Figure 1. Signal wires on met2.
Drawn at 2 px/micron. Cells faint in the background.
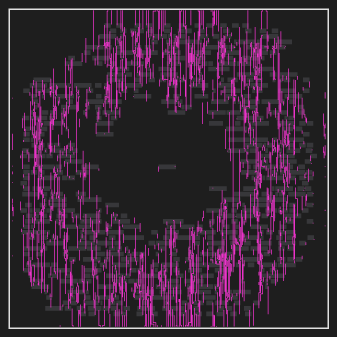
Figure 2. Placed cells, one color a class.
Drawn at 2 px/micron. Fill, decap, tap and diode cells in gray.
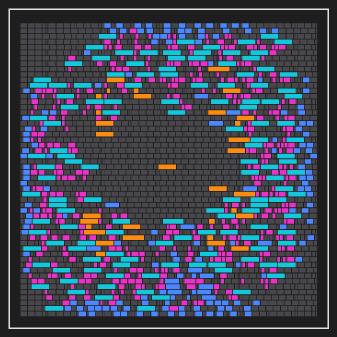
Figure 3. Clock nets.
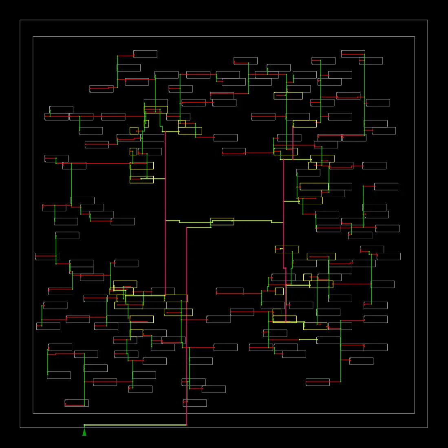
## src/rtl/mdr_pkg.sv

```systemverilog
// Shared definitions for the multiply/divide/root datapath: operand widths and pipe defaults.
package mdr_pkg;
  localparam int DW_DBL         = 64;
  localparam int PIPE_DEPTH_DEF = 2;
  typedef logic [DW_DBL:0] dbl_word_t;
endpackage

```

## src/rtl/pipo_stage.sv

```systemverilog
// One {valid,data} register of the elastic pipe: async reset, sync clear, load on advance.
module pipo_stage
  import mdr_pkg::*;
#(
  parameter int SW = 8
) (
  input  logic          clk,
  input  logic          rst,
  input  logic          clr_i,
  input  logic          ld_i,
  input  logic          vld_i,
  input  logic [SW-1:0] data_i,
  output logic          vld_o,
  output logic [SW-1:0] data_o
);
  logic          vld_q;
  logic [SW-1:0] data_q;

  // A bubble moving in clears valid but leaves the old data in place.
  always_ff @(posedge clk or negedge rst) begin
    if (!rst) begin
      vld_q  <= 1'b0;
      data_q <= '0;
    end else if (clr_i) begin
      vld_q  <= 1'b0;
      data_q <= '0;
    end else if (ld_i) begin
      vld_q <= vld_i;
      if (vld_i) data_q <= data_i;
    end
  end

  assign vld_o  = vld_q;
  assign data_o = data_q;
endmodule

```

## src/rtl/pipo_pipe.sv

```systemverilog
// Elastic DEPTH-stage valid/ready register pipe with global enable, flush and occupancy.
// Optional PIPO_PIPE_PARITY_EN adds a per-stage even-parity bit and a sticky par_err output.
module pipo_pipe
  import mdr_pkg::*;
#(
  parameter int W     = DW_DBL + 1,
  parameter int DEPTH = PIPE_DEPTH_DEF
) (
  input  logic                       clk,
  input  logic                       rst,
  input  logic                       enb,
  input  logic                       sync_clr,
  input  logic                       in_valid,
  output logic                       in_ready,
  input  logic [W-1:0]               in_data,
  output logic                       out_valid,
  input  logic                       out_ready,
  output logic [W-1:0]               out_data,
`ifdef PIPO_PIPE_PARITY_EN
  output logic                       par_err,
`endif
  output logic [$clog2(DEPTH+1)-1:0] occ
);
`ifdef PIPO_PIPE_PARITY_EN
  localparam int SW = W + 1;
`else
  localparam int SW = W;
`endif
  localparam int OW = $clog2(DEPTH+1);

  logic                     run, flush;
  logic [SW-1:0]            in_word;
  logic [DEPTH-1:0]         v, vin, adv;
  logic [DEPTH-1:0][SW-1:0] sd, din;

  assign run   = enb & ~sync_clr;
  assign flush = enb & sync_clr;

`ifdef PIPO_PIPE_PARITY_EN
  assign in_word = {^in_data, in_data};
`else
  assign in_word = in_data;
`endif

  // Ready ripples from the output back to the input in one cycle.
  always_comb begin
    logic a;
    adv = '0;
    a   = run & (~v[DEPTH-1] | out_ready);
    adv[DEPTH-1] = a;
    for (int i = DEPTH - 2; i >= 0; i--) begin
      a      = run & (~v[i] | a);
      adv[i] = a;
    end
  end

  always_comb begin
    vin    = '0;
    din    = '0;
    vin[0] = in_valid;
    din[0] = in_word;
    for (int i = 1; i < DEPTH; i++) begin
      vin[i] = v[i-1];
      din[i] = sd[i-1];
    end
  end

  for (genvar g = 0; g < DEPTH; g++) begin : g_stg
    pipo_stage #(.SW(SW)) u_stage (
      .clk    (clk),
      .rst    (rst),
      .clr_i  (flush),
      .ld_i   (adv[g]),
      .vld_i  (vin[g]),
      .data_i (din[g]),
      .vld_o  (v[g]),
      .data_o (sd[g])
    );
  end

  always_comb begin
    occ = '0;
    for (int i = 0; i < DEPTH; i++) occ = occ + OW'(v[i]);
  end

  // Reset is async, so in_ready is gated with it directly.
  assign in_ready  = adv[0] & rst;
  assign out_valid = v[DEPTH-1];
  assign out_data  = sd[DEPTH-1][W-1:0];

`ifdef PIPO_PIPE_PARITY_EN
  logic par_last;
  logic par_err_q, par_err_d;

  assign par_last = sd[DEPTH-1][W];

  always_comb begin
    par_err_d = par_err_q;
    if (out_valid && (par_last != ^sd[DEPTH-1][W-1:0])) par_err_d = 1'b1;
    if (flush) par_err_d = 1'b0;
  end

  always_ff @(posedge clk or negedge rst) begin
    if (!rst) par_err_q <= 1'b0;
    else      par_err_q <= par_err_d;
  end

  assign par_err = par_err_q;
`endif
endmodule

```

## config.mk

```make
export PLATFORM = sky130hd
export DESIGN_NAME = pipo_pipe
export DESIGN_NICKNAME = d
export VERILOG_FILES = /design/src/rtl/mdr_pkg.sv /design/src/rtl/pipo_stage.sv /design/src/rtl/pipo_pipe.sv
export SDC_FILE = /design/constraint.sdc
export NUM_CORES = 1
export LEC_CHECK = 0
export ABC_CLOCK_PERIOD_IN_PS = 1750
export CAP_MARGIN = 20
export CORE_MARGIN = 5
export CORE_UTILIZATION = 30
export DETAILED_ROUTE_END_ITERATION = 10
export SLEW_MARGIN = 0
export SYNTH_ARGS = -nofsm -noshare
export SYNTH_HDL_FRONTEND = slang
export SYNTH_HIERARCHICAL = 1
export SYNTH_SLANG_ARGS = --single-unit
```

## constraint.sdc

```tcl
create_clock -name clk -period 1.75 [get_ports clk]
set_input_delay 0.175 -clock clk [delete_from_list [all_inputs] [get_ports clk]]
set_output_delay 0.175 -clock clk [all_outputs]
set_load 0.02 [all_outputs]
```

==> impl_metrics.env <==
# yosys + openroad results
export IMPL_powerDensity_nw_per_um2=932
export IMPL_hold_worst_slack_ps=299
export IMPL_lay_top_count="clkdlybuf4s50_1"
export IMPL_fmax_ghz=0.595
export IMPL_crit_fanout=4
export IMPL_synthCells=608
export IMPL_hold_violations=0
export IMPL_hp_class="in -> reg"
export IMPL_num_nets_final=794
export IMPL_syn_area_sq_um=6630
export IMPL_ant_nets=0
export IMPL_grt_setup_unrepaired="false"
export IMPL_cts_tree="done"
export IMPL_critical_path_class="reg -> out"
export IMPL_chipArea_sq_um=25200
export IMPL_place_port_buffers=139
export IMPL_vias=4972
export IMPL_ys_seq_share_pct=49.8
export IMPL_cts_setup_buffers=0
export IMPL_drive_gt1_share_pct=25.0
export IMPL_die_w_microns=159
export IMPL_setup_viol=0
export IMPL_vdd_ir_drop_max_v=0.000556
export IMPL_antenna_cells=0
export IMPL_post_route_min_period_ps=1680
export IMPL_area_leaders="dfrtp_1 (50%), a21bo_1 (10%), nand3_1 (9.8%)"
export IMPL_initCoreUtil_pct=30.4
export IMPL_drv_cap=0
export IMPL_clkLatencyLatePin_ps=410
export IMPL_synth_warnings=6
export IMPL_slew_viol_final=0
export IMPL_largest_area_cell="dfrtp_1"
export IMPL_finalClockPeriodUsage_pct=96.1
export IMPL_dp_hpwl_microns=9860
export IMPL_io_pins=140
export IMPL_yosysTopAreaCellShare_pct=49.8
export IMPL_first_pass_iters=4
export IMPL_numCtsBuffers=17
export IMPL_grt_pass1_wl_microns=27600
export IMPL_synth_cell_types=17
export IMPL_drt_iter0_drc=219
export IMPL_grt_overflow=0
export IMPL_arrival_ps=1510
export IMPL_clk_pin_slew_worst_paths_ps=60
export IMPL_warning_count=30
export IMPL_grt_max_degree=133
export IMPL_track_usage_pct=13.0
export IMPL_worstMarginPinSlew_ps=727
export IMPL_syn_to_final_growth_pct=36.3
export IMPL_cts_buffer_depth=2
export IMPL_avgSynthCellArea_sq_um=10.9
export IMPL_h_tree_depth=4
export IMPL_root_buffer="clkbuf_16"
export IMPL_ys_seq_elements=132
export IMPL_ys_area_sq_um=6630
export IMPL_worstPathRequired_ps=1570
export IMPL_grt_pass1_vias=5063
export IMPL_postRouteWirelength_microns=16400
export IMPL_die_y_microns=159
export IMPL_place_congestion=0.712
export IMPL_fin_skew_ps=7.09
export IMPL_drc=0
export IMPL_status="complete, no violations"
export IMPL_ys_cells=608
export IMPL_tns_ps=0
export IMPL_endpoint_kind="primary output"
export IMPL_slew_limit_headroom_pct=51.5
export IMPL_vias_per_cell=4.90
export IMPL_cp_start_kind="register"
export IMPL_synth_nets=680
export IMPL_routedWlPerCell_microns=16.1
export IMPL_lay_top_cells="clkdlybuf4s50_1 (134), dfrtp_1 (131), nand3_1 (130)"
export IMPL_p_leak_nw=3.73
export IMPL_antenna_found_initial=0
Notes on Figure 1 above:
longest straight run: 96.6 microns
main direction: vertical
nets with wire on the layer: 646
wire length on this layer: 7,600 microns
share of all routed wire: 46%

Notes on Figure 2 above:
[remaining logic cells] magenta | cells: 402 | share of their area: 33%
[clock drivers and dummy loads] orange | cells: 32 | share of their area: 7.6%
[registers] cyan | cells: 132 | share of their area: 38%
[remaining buffers and delay cells] blue | cells: 169 | share of their area: 21%
fin util: 41.4%
Seq/total area: 36.6%
Core Area: 21,800 sq um
FP Rows: 54
final instance area: 9040 sq um

Notes on Figure 3 above:
clkbuf count: 18
clock sink total: 132

## power breakdown
group          leakage, nW  switching [mW]  internal [mW]
sequential            1.81          0.0777           3.20
clock                0.318            1.42           2.59
combinational         1.61           0.588          0.544
total                 3.73            2.09           6.34
## layout make-up
class                           instances  area (sq um)
Fill cell                            2117         12800
Clock inverter                         14           223
Sequential cell                       132          3310
Inverter                                1          3.75
Multi-Input combinational cell        401          2890
Timing Repair Buffer                  169          1820
Tap cell                              280           350
Clock buffer                           18           439
## worst max-delay path, cell delays in order (launching register included)
cell             delay (ps)
dfrtp_4                 520
ha_1                    290
clkdlybuf4s15_1         290
## state kept, by name, indices dropped and copies added, names as in the netlist
register,flops
g_stg.u_stage/vld_o,2
g_stg.u_stage/data_o,130
## repair_timing
item                                    in CTS  in global routing
endpoints found under the hold margin      132                  0
resized                                      4                  3
hold buffers                                 1                  0
endpoints found under the setup margin       3                  2
## metal layers
metal	GRT usage, %	part of all wire (%)	vias up
li1	-	-	2411
met1	18.3	48	2434
met2	19.7	46	109
met3	2.88	3.9	18
met4	4.61	1.8	0
met5	0	0	-
## Yosys cell counts
cell type,n
a211oi_2,1
a21bo_1,66
a21bo_2,64
a21oi_1,81
a21oi_2,50
and2_2,1
buf_2,46
buf_6,16
clkbuf_1,12
dfrtp_1,132
ha_1,1
inv_1,1
mux2i_1,2
nand2b_1,1
nand3_1,130
nor2_1,3
nor2b_1,1
## kinds of logic (layout without fill, tap and decap cells)
family          count (synthesis)  after routing  share of synthesized area [%]
compound gates                262            262                           32.5
fa+ha+maj                       1              1                          0.189
buf+inv                        75            202                           6.92
flops                         132            132                           49.8
mux                             2              2                          0.302
simple gates                  136            136                           10.3
## per-stage QoR
step	power [mW]	utilization (%)	instance area (sq um)	setup WS [ps]	std cells
finish	8.43	41.4	9040	68.9	1015
global route	8.80	41.4	9040	3.99	1015
CTS	8.57	41.4	9040	4.29	1015
detailed placement	4.49	38.4	8370	-111	982
global placement	4.49	38.4	8370	-75.5	982
floorplan	3.99	-	6630	192	608
## final timing paths
path                                                               from                                 endpoint  slack [ps]  depth (start not counted)
worst max-delay path                 g_stg[0].u_stage/vld_o$_DFFE_PN0P_                                   occ[0]          70                          2
worst min-delay path                                           in_valid  g_stg[0].u_stage/data_o[59]$_DFFE_PN0P_         300                          4
worst max register to register       g_stg[1].u_stage/vld_o$_DFFE_PN0P_  g_stg[1].u_stage/data_o[29]$_DFFE_PN0P_         200                          6
worst min register to register  g_stg[0].u_stage/data_o[12]$_DFFE_PN0P_  g_stg[1].u_stage/data_o[12]$_DFFE_PN0P_         520                          2
max in group asynchronous                                           rst       g_stg[0].u_stage/vld_o$_DFFE_PN0P_         720                          3
min in group asynchronous                                           rst  g_stg[1].u_stage/data_o[46]$_DFFE_PN0P_         440                          3
No activity file was given, so power comes from the tool's default toggle rates.
